--- src/rtl/clock_ctrl.sv ---
// Hours/minutes/seconds timekeeper with a button-driven set mode.
// Drives per-field blanking so the display stage can blink the field being edited.
module clock_ctrl #(
  parameter int MAX_S = 59,
  parameter int MAX_M = 59,
  parameter int MAX_H = 23
) (
  input  logic       clk,
  input  logic       rst,
  input  logic       tick,
  input  logic       btn_mode,
  input  logic       btn_inc,
  output logic [5:0] cnt_s,
  output logic [5:0] cnt_m,
  output logic [4:0] cnt_h,
  output logic [1:0] mode,
  output logic       blank_h,
  output logic       blank_m,
  output logic       blank_s,
  output logic       day_pulse
);

  typedef enum logic [1:0] {
    RUN   = 2'd0,
    SET_H = 2'd1,
    SET_M = 2'd2,
    SET_S = 2'd3
  } mode_t;

  localparam logic [5:0] LAST_S = 6'(MAX_S);
  localparam logic [5:0] LAST_M = 6'(MAX_M);
  localparam logic [4:0] LAST_H = 5'(MAX_H);

  mode_t      state_reg, state_next;
  logic [5:0] s_reg, s_next;
  logic [5:0] m_reg, m_next;
  logic [4:0] h_reg, h_next;
  logic       blink_reg, blink_next;
  logic       blank_h_reg, blank_h_next;
  logic       blank_m_reg, blank_m_next;
  logic       blank_s_reg, blank_s_next;
  logic       day_reg, day_next;

  logic s_last, m_last, h_last;
  logic inc_ok;

  assign s_last = (s_reg == LAST_S);
  assign m_last = (m_reg == LAST_M);
  assign h_last = (h_reg == LAST_H);
  // A mode press in the same cycle swallows the increment.
  assign inc_ok = btn_inc & ~btn_mode;

  always_ff @(posedge clk or posedge rst) begin
    if (rst) begin
      state_reg   <= RUN;
      s_reg       <= '0;
      m_reg       <= '0;
      h_reg       <= '0;
      blink_reg   <= 1'b0;
      blank_h_reg <= 1'b0;
      blank_m_reg <= 1'b0;
      blank_s_reg <= 1'b0;
      day_reg     <= 1'b0;
    end else begin
      state_reg   <= state_next;
      s_reg       <= s_next;
      m_reg       <= m_next;
      h_reg       <= h_next;
      blink_reg   <= blink_next;
      blank_h_reg <= blank_h_next;
      blank_m_reg <= blank_m_next;
      blank_s_reg <= blank_s_next;
      day_reg     <= day_next;
    end
  end

  always_comb begin
    state_next = state_reg;
    s_next     = s_reg;
    m_next     = m_reg;
    h_next     = h_reg;
    day_next   = 1'b0;
    blink_next = blink_reg;

    if (btn_mode) begin
      case (state_reg)
        RUN:     state_next = SET_H;
        SET_H:   state_next = SET_M;
        SET_M:   state_next = SET_S;
        default: state_next = RUN;
      endcase
    end

    case (state_reg)
      RUN: begin
        // Ripple carry through the fields; only a full-day wrap raises day_pulse.
        if (tick) begin
          s_next = s_last ? 6'd0 : s_reg + 6'd1;
          if (s_last) begin
            m_next = m_last ? 6'd0 : m_reg + 6'd1;
            if (m_last) begin
              h_next   = h_last ? 5'd0 : h_reg + 5'd1;
              day_next = h_last;
            end
          end
        end
      end
      SET_H: if (inc_ok) h_next = h_last ? 5'd0 : h_reg + 5'd1;
      SET_M: if (inc_ok) m_next = m_last ? 6'd0 : m_reg + 6'd1;
      default: if (inc_ok) s_next = s_last ? 6'd0 : s_reg + 6'd1;
    endcase

    if (btn_mode || state_reg == RUN) begin
      blink_next = 1'b0;
    end else if (tick) begin
      blink_next = ~blink_reg;
    end

    // Registered from next-state values so blanking lines up with mode.
    blank_h_next = blink_next && (state_next == SET_H);
    blank_m_next = blink_next && (state_next == SET_M);
    blank_s_next = blink_next && (state_next == SET_S);
  end

  assign cnt_s     = s_reg;
  assign cnt_m     = m_reg;
  assign cnt_h     = h_reg;
  assign mode      = state_reg;
  assign blank_h   = blank_h_reg;
  assign blank_m   = blank_m_reg;
  assign blank_s   = blank_s_reg;
  assign day_pulse = day_reg;

endmodule

--- config.mk ---
export PLATFORM = sky130hd
export DESIGN_NAME = clock_ctrl
export DESIGN_NICKNAME = d
export VERILOG_FILES = /design/src/rtl/clock_ctrl.sv
export SDC_FILE = /design/constraint.sdc
export NUM_CORES = 1
export LEC_CHECK = 0
export CAP_MARGIN = 20
export CELL_PAD_IN_SITES_DETAIL_PLACEMENT = 2
export CELL_PAD_IN_SITES_GLOBAL_PLACEMENT = 2
export CORE_MARGIN = 4
export CORE_UTILIZATION = 28
export CTS_CLUSTER_SIZE = 16
export DETAILED_ROUTE_END_ITERATION = 6
export PLACE_DENSITY = 0.72
export SYNTH_ARGS = -nofsm -noshare
export SYNTH_HDL_FRONTEND = slang
export SYNTH_SLANG_ARGS = --single-unit
--- constraint.sdc ---
create_clock -name clk -period 1.8 [get_ports clk]
set_input_delay 0.36 -clock clk [delete_from_list [all_inputs] [get_ports clk]]
set_output_delay 0.36 -clock clk [all_outputs]
set_load 0.05 [all_outputs]
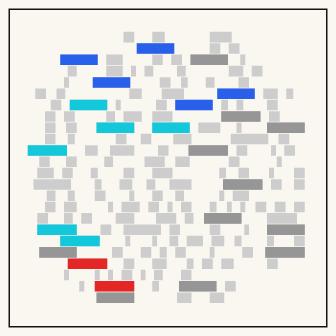
Fig. 1. Sequential cells colored by netlist name (run 1).
mode: drawn in red, sequential cells 2. cnt_m: drawn in cyan, sequential cells 6. cnt_h: drawn in blue, sequential cells 5.

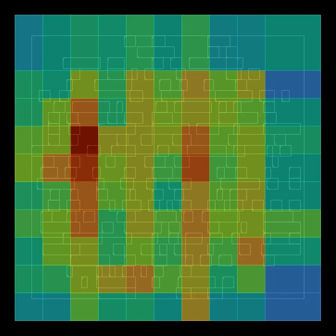
Fig. 2. Track usage over the die (run 1).
wire per inst: 17.6 um
Util after Layout: 0.410

==> impl_metrics.py, run 1 <==
# Generated from Yosys and OpenROAD reports
metrics = {
    "synth": {
        "synth_nets": 134,
        "yosys.area_share.aoi": 0.178,
        "yosysTopAreaCellShare": 0.466,
        "synthCells": 123,
        "synth-xor-area-share": 0.0136,
        "simple_gate_share": 0.216,
        "top_logic_kind": "simple AND/OR/NAND/NOR gates",
        "ys_cells": 123,
        "synth_area_per_cell_um2": 10.5,
        "ys_seq_frac": 0.466,
        "async_reset_ff_frac": 1.00,
        "top_cells_by_area": "dfrtp_1, ha_1, mux2_2, o31ai_1, o21ai_0",
        "yosysTopAreaCell": "dfrtp_1",
        "adder_share": 0.0582,
        "synth_chip_area_um2": 1290,
        "syn_area_um2": 1290,
        "edf_count": 0,
        "synth.area.mux_share": 0.0436,
    },
    "cells_and_area": {
        "stdcell_count": 220,
        "drive_above_1_share": 0.440,
        "num_antenna_cells": 0,
        "n_fill_cell": 465,
        "nets": 180,
        "comb_area_um2": 728,
        "area_growth_syn_to_layout_pct": 40.2,
    },
    "critical_path": {
        "cp_data_required_time_ns": 1.96,
        "critPathMaxFanout": 5,
        "path_delay_family": "simple AND/OR/NAND/NOR gates",
        "max_stage_delay_ns": 0.43,
        "worstSetupEndpointType": "flip-flop",
        "arrival_ns": 1.95,
        "cp-start-kind": "flip-flop",
        "path_cells": "ha_4 > and4b_2 > and4bb_2 > o211ai_1 > mux2_4",
        "crit_path_top_delay_cell": "dfrtp_2",
    },
    "global_route": {
        "track_usage": 0.151,
        "grt_overflow_total": 0,
        "grt_pass1_vias": 1283,
        "antenna_found_initial": 0,
    },
    "routing": {
        "wl_um": 3880,
        "wl_met1_um": 1760,
        "post_drt_via_cell_ratio": 5.20,
        "ant_nets": 0,
        "drt_first_pass_iters": 4,
        "drc": 0,
        "routed.top_layer": "met4",
        "drt_iter0_drc": 35,
    },
    "final_timing": {
        "rsz0062_at_grt": "yes",
        "hold_violations": 0,
        "worstMarginPinSlew_ns": 0.428,
        "period_used_share": 0.999,
        "skew_ns": 0.00587,
        "maxSlewViolCount": 0,
        "fin_crit_ns": 1.80,
    },
    "placement": {
        "hpwl_um": 2880,
        "placed_cells": 210,
        "port_buffers": 27,
        "place_congestion": 0.813,
    },
    "floorplan": {
        "ios": 28,
        "design.die.area_um2": 5760,
        "die_h_um": 75.9,
        "core_area_um2": 4410,
        "row_count": 24,
    },
    "run_status": {
        "status": "finished, final reports clean",
    },
    "pwr": {
        "seqPwrFrac": 0.270,
        "p_switching_w": 0.00193,
        "comb_power_share": 0.631,
        "p_leak_nw": 0.801,
        "powerDensity_nw_per_um2": 2110,
        "p_total_w": 0.00382,
        "clkPwrFrac": 0.098,
    },
    "clocking": {
        "cts_max_path_buffers": 2,
        "cts_buffers": 3,
        "cts_root_buf": "clkbuf_8",
        "hold_buffers": 0,
        "clkTransAtPathRegs_ns": 0.09,
    },
    "flow_run": {
        "warnings": 30,
    },
}
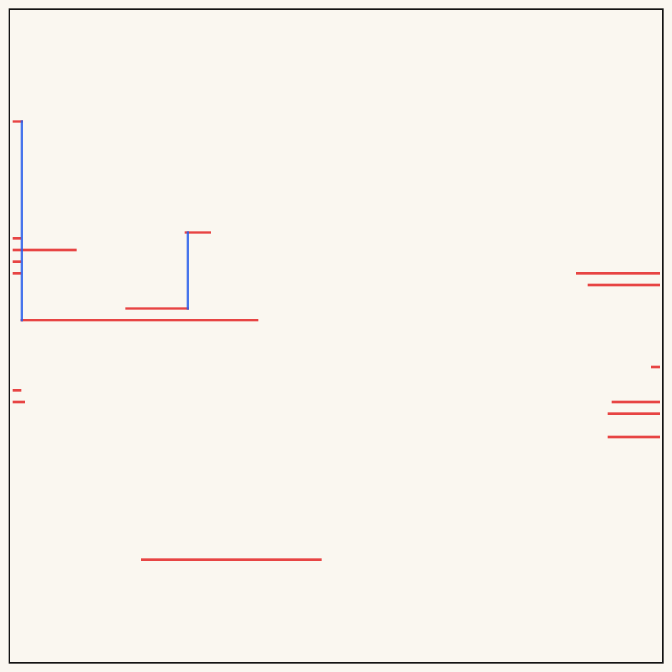
Fig. 3. Routed metal, one color a layer (run 1).
Two of the layers only.
metal 4: drawn in blue, wire length 32.0 um. metal 3: drawn in red, wire length 105 um.

[run 1: metrics by stage]
step | instance area (um^2) | setup slack [ns]
after floorplan | 1360 | -0.0174
after global placement | 1700 | -0.158
after detailed placement | 1700 | -0.210
after CTS | 1790 | 0.000327
after global routing | 1810 | -0.0330
final | 1810 | 0.00254
[run 1: timing repair]
action                                  in CTS  in global routing
endpoints found under the setup margin       1                  6
pin swaps                                    3                  3
gates resized                                2                  3
setup buffers                                4                  2
[run 1: path summary, 6_finish.rpt]
path                                      start              endpoint  slack, ns  depth (start not counted)
max                        cnt_m[0]$_DFFE_PP0P_  cnt_h[3]$_DFFE_PP0P_      0.003                          5
min                                         rst   day_pulse$_DFF_PP0_       0.44                          3
max reg2reg                cnt_m[0]$_DFFE_PP0P_  cnt_h[3]$_DFFE_PP0P_      0.003                          5
min reg2reg                cnt_s[4]$_DFFE_PP0P_  cnt_s[4]$_DFFE_PP0P_       0.55                          1
max in group asynchronous                   rst  cnt_m[1]$_DFFE_PP0P_       1.08                          3
min in group clk           cnt_s[4]$_DFFE_PP0P_  cnt_s[4]$_DFFE_PP0P_       0.55                          1
[run 1: synth_stat cells, types with 3 or more instances]
| library cell | n |
|---|---|
| a21o_1 | 4 |
| a21oi_1 | 3 |
| and2_1 | 3 |
| and3_1 | 3 |
| dfrtp_1 | 24 |
| ha_1 | 6 |
| inv_1 | 4 |
| mux2_2 | 5 |
| nand2_1 | 11 |
| nand2b_1 | 3 |
| nand3_1 | 3 |
| nor2_1 | 8 |
| nor2b_1 | 3 |
| o211ai_1 | 5 |
| o21ai_0 | 9 |
| o31ai_1 | 7 |
[run 1: layout by cell type, fill, tap and decap left out, types with 2 or more instances in the layout]
master,instances
o31ai_1,7
dfrtp_2,9
nand2_1,11
ha_4,3
mux2_4,2
nand3_1,3
xnor2_1,2
o21ai_0,7
and2_1,3
a21oi_1,2
o211ai_1,5
ha_1,3
inv_1,2
mux2_2,3
clkbuf_8,4
inv_2,2
clkdlybuf4s50_1,4
nor3_1,2
nor2b_1,3
nand2b_1,3
nor2_1,8
and3_1,3
dfrtp_1,15
buf_4,39
a21o_1,4
[run 1: layer usage]
metal / vias up / GRT usage
met5: - / 0
met4: 0 / 0.0408
met3: 4 / 0.0237
met2: 20 / 0.261
met1: 580 / 0.193
li1: 540 / -
[run 1: worst reg2reg max path, delay by kind of cell (launching register included)]
kind	cells	cell delay (ns)
compound gates	1	0.26
simple gates	2	0.50
fa+ha+maj	1	0.16
flops	1	0.43
mux	1	0.34
[run 1: power by group through the flow]
| stage | Clock, W | Combinational [W] | Sequential (W) |
|---|---|---|---|
| 3_3_place_gp | 0 | 0.00221 | 0.00103 |
| 2_1_floorplan | 0 | 0.000883 | 0.00172 |
| 4_1_cts | 0.000386 | 0.00238 | 0.00104 |
| 6_report | 0.000375 | 0.00241 | 0.00103 |
| 3_5_place_dp | 0 | 0.00229 | 0.00106 |
| 5_1_grt | 0.000415 | 0.00263 | 0.00107 |
[run 1: cell type report]
cell class	instances	area share
multi-input combinational	93	0.403
clock buffer	4	0.0304
timing repair buffer	43	0.184
tap	52	0.0360
sequential	24	0.338
inverter	4	0.00830
Fig. 4: run 1, pin placement
Pins as bars across the die edge, other pins in gray.
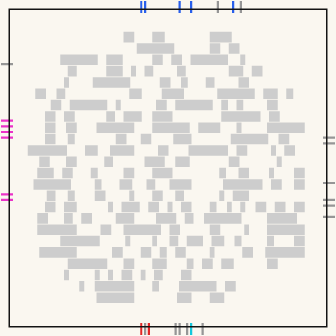

==> run 1 -> run 2 <==
--- a/config.mk
+++ b/config.mk
@@ -10,9 +10,10 @@
 export CELL_PAD_IN_SITES_GLOBAL_PLACEMENT = 2
 export CORE_MARGIN = 4
 export CORE_UTILIZATION = 28
-export CTS_CLUSTER_SIZE = 16
 export DETAILED_ROUTE_END_ITERATION = 6
+export MAX_ROUTING_LAYER = met4
 export PLACE_DENSITY = 0.72
+export SETUP_SLACK_MARGIN = 0.1
 export SYNTH_ARGS = -nofsm -noshare
 export SYNTH_HDL_FRONTEND = slang
 export SYNTH_SLANG_ARGS = --single-unit
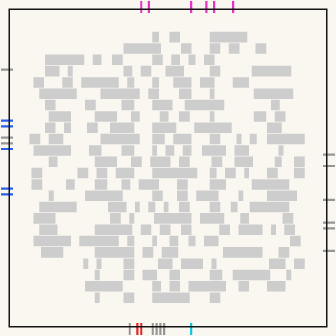
Fig. 5. Pin placement (run 2).
Pins as bars across the die edge, other pins in gray.
tick: drawn in cyan, pins 1, direction input, edge south. cnt_h: drawn in blue, pins 5, direction output, edge west. mode: drawn in red, pins 2, direction output, edge south. cnt_m: drawn in magenta, pins 6, direction output, edge north.
All pins by edge: 8 south, 8 west, 6 north, 6 east.

==> impl_metrics.py, run 2 <==
# Generated from Yosys and OpenROAD reports
metrics = {
    "synth": {
        "syn_area_um2": 1290,
        "async_reset_ff_frac": 1.00,
        "edf_count": 0,
        "ys_top_cells_by_count": "dfrtp_1, nand2_1, o21ai_0",
        "ys_seq_frac": 0.466,
        "synth_cell_types": 34,
        "synth_area_per_cell_um2": 10.5,
        "yosysTopAreaCellShare": 0.466,
        "synthCells": 123,
        "synth_nets": 134,
        "top_cell": "dfrtp_1",
        "yosysWarnings": 0,
        "ys_cells": 123,
        "top_cells_by_area": "dfrtp_1, ha_1, mux2_2, o31ai_1, o21ai_0",
        "yosysTopAreaCell": "dfrtp_1",
        "synth_chip_area_um2": 1290,
    },
    "critical_path": {
        "arrival_ns": 1.92,
        "critPathMaxFanout": 6,
        "critPathKind": "flip-flop to flip-flop",
        "cp_data_required_time_ns": 1.95,
        "worstSetupEndpointType": "flip-flop",
        "cp-start-kind": "flip-flop",
    },
    "cells_and_area": {
        "n_fill_cell": 461,
        "layout_top_cell": "buf_4",
        "stdcell_count": 225,
        "finalInstanceArea_um2": 1960,
        "num_antenna_cells": 0,
        "area_growth_syn_to_layout_pct": 52.1,
        "nets": 185,
        "final_cell_mix": "buf_4, dfrtp_1, dfrtp_2",
        "drive_above_1_share": 0.543,
    },
    "flow_run": {
        "warnings": 31,
        "max_cap_violations": 0,
    },
    "placement": {
        "hpwl_um": 3050,
        "dp_slack_ns": -0.222,
        "place_congestion": 0.806,
        "port_buffers": 27,
        "placed_cells": 212,
        "dpl-instance-area_um2": 1730,
    },
    "clocking": {
        "cts_root_buf": "clkbuf_8",
        "htree_levels": 1,
        "cts_max_path_buffers": 2,
        "clkTransAtPathRegs_ns": 0.10,
        "cts_buffers": 3,
        "clk_latency_ns": 0.28,
    },
    "floorplan": {
        "die_h_um": 75.9,
        "design.die.area_um2": 5760,
        "row_count": 24,
        "ios": 28,
        "core_area_um2": 4410,
    },
    "global_route": {
        "antenna_found_initial": 0,
        "track_usage": 0.157,
        "grt_overflow_total": 0,
        "grt_max_degree": 25,
        "grt_pass1_vias": 1347,
    },
    "routing": {
        "drc": 0,
        "post_drt_via_cell_ratio": 5.25,
        "ant_nets": 0,
        "wl_um": 4130,
        "drt_first_pass_iters": 4,
        "drt_iter0_drc": 35,
        "routedWlPerCell_um": 18.4,
    },
    "pwr": {
        "ir_drop_mv": 0.952,
        "p_switching_w": 0.00207,
        "seqPwrFrac": 0.249,
        "comb_power_share": 0.634,
        "powerDensity_nw_per_um2": 2150,
        "p_leak_nw": 0.866,
        "p_sw_frac": 0.491,
        "clkPwrFrac": 0.117,
    },
    "final_timing": {
        "worstMarginPinSlew_ns": 0.434,
        "fin_crit_ns": 1.77,
        "fmax_ghz": 0.564,
        "layout_setup_ws_ns": 0.0269,
        "maxSlewViolCount": 0,
        "setup_viol": 0,
        "skew_ns": 0.0105,
        "hold_violations": 0,
        "fin_tns_setup_ns": 0,
        "hold_slack_ns": 0.428,
        "period_used_share": 0.985,
        "rsz0062_at_grt": "yes",
    },
    "run_status": {
        "status": "finished, final reports clean",
    },
}
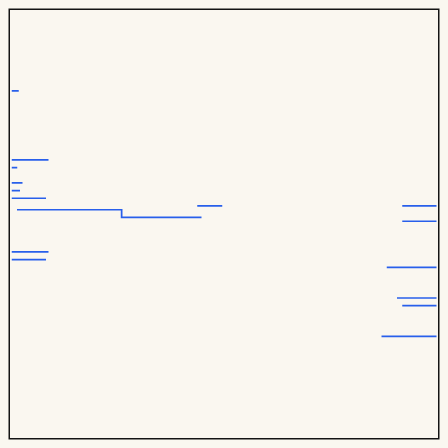
Fig. 6. Metal 3 (run 2).
The layer carries 108 um of wire. The wires run mostly horizontal.

[run 2: critical path, cell delays in order, from the launching register on]
cell	delay, ns
dfrtp_2	0.42
inv_4	0.05
ha_4	0.17
or3b_4	0.40
a21o_4	0.26
o31ai_2	0.20
o211ai_1	0.14
[run 2: logic make-up (layout without fill, tap and decap cells)]
kind of cell | Yosys count | after routing | share of synthesized area
AND/OR/NAND/NOR | 47 | 47 | 0.216
AND-OR/OR-AND | 33 | 33 | 0.178
flip-flops | 24 | 24 | 0.466
adder cells (fa/ha/maj) | 6 | 6 | 0.0582
buffers and inverters | 6 | 56 | 0.0242
multiplexers | 5 | 5 | 0.0436
XOR/XNOR | 2 | 2 | 0.0136
[run 2: cell type report]
type                            instances  area, um^2  area share
Clock buffer                            3        41.3      0.0210
Clock inverter                          1        30.0      0.0153
Inverter                                4        17.5     0.00893
Multi-Input combinational cell         93         821       0.418
Sequential cell                        24         613       0.313
Tap cell                               52        65.1      0.0332
Timing Repair Buffer                   48         374       0.191
[run 2: repair_timing]
item | in CTS | in global routing
setup endpoints to repair | 14 | 16
buffers inserted | 8 | 1
resized | 4 | 20
hold endpoints to repair | 0 | 0
hold buffers | 0 | 0
pin swaps | 4 | 5
[run 2: path summary, 6_finish.rpt]
path,cells past startpoint,slack [ns],startpoint,end
worst max-delay path,6,0.03,mode[1]$_DFF_PP0_,cnt_s[5]$_DFFE_PP0P_
worst min register to register,1,0.54,cnt_m[5]$_DFFE_PP0P_,cnt_m[5]$_DFFE_PP0P_
max in group asynchronous,3,1.10,rst,cnt_s[1]$_DFFE_PP0P_
min in group clk,1,0.54,cnt_m[5]$_DFFE_PP0P_,cnt_m[5]$_DFFE_PP0P_
worst max register to register,6,0.03,mode[1]$_DFF_PP0_,cnt_s[5]$_DFFE_PP0P_
worst min-delay path,3,0.43,rst,cnt_m[3]$_DFFE_PP0P_
[run 2: stage by stage]
stage | utilization | total power, W
after detailed placement | 0.392 | 0.00342
after global placement | 0.392 | 0.00330
final | 0.444 | 0.00422
after floorplan | - | 0.00265
after CTS | 0.425 | 0.00408
after global routing | 0.444 | 0.00450
[run 2: power by group through the flow]
stage,logic (W),clock network (W),registers [W]
finish,0.00268,0.000494,0.00105
global route,0.00289,0.000525,0.00109
CTS,0.00253,0.000506,0.00104
detailed placement,0.00235,0,0.00107
global placement,0.00226,0,0.00104
floorplan,0.000926,0,0.00173
[run 2: metal layers]
| metal | vias up | GRT usage | routed length [um] |
|---|---|---|---|
| met5 | - | - | 0 |
| met1 | 611 | 0.189 | 1760 |
| met3 | 2 | 0.0198 | 108 |
| li1 | 553 | - | - |
| met2 | 16 | 0.277 | 2240 |
| met4 | 0 | 0.0350 | 21 |
Power figures rest on the tool's default switching activity, not on a simulated workload.
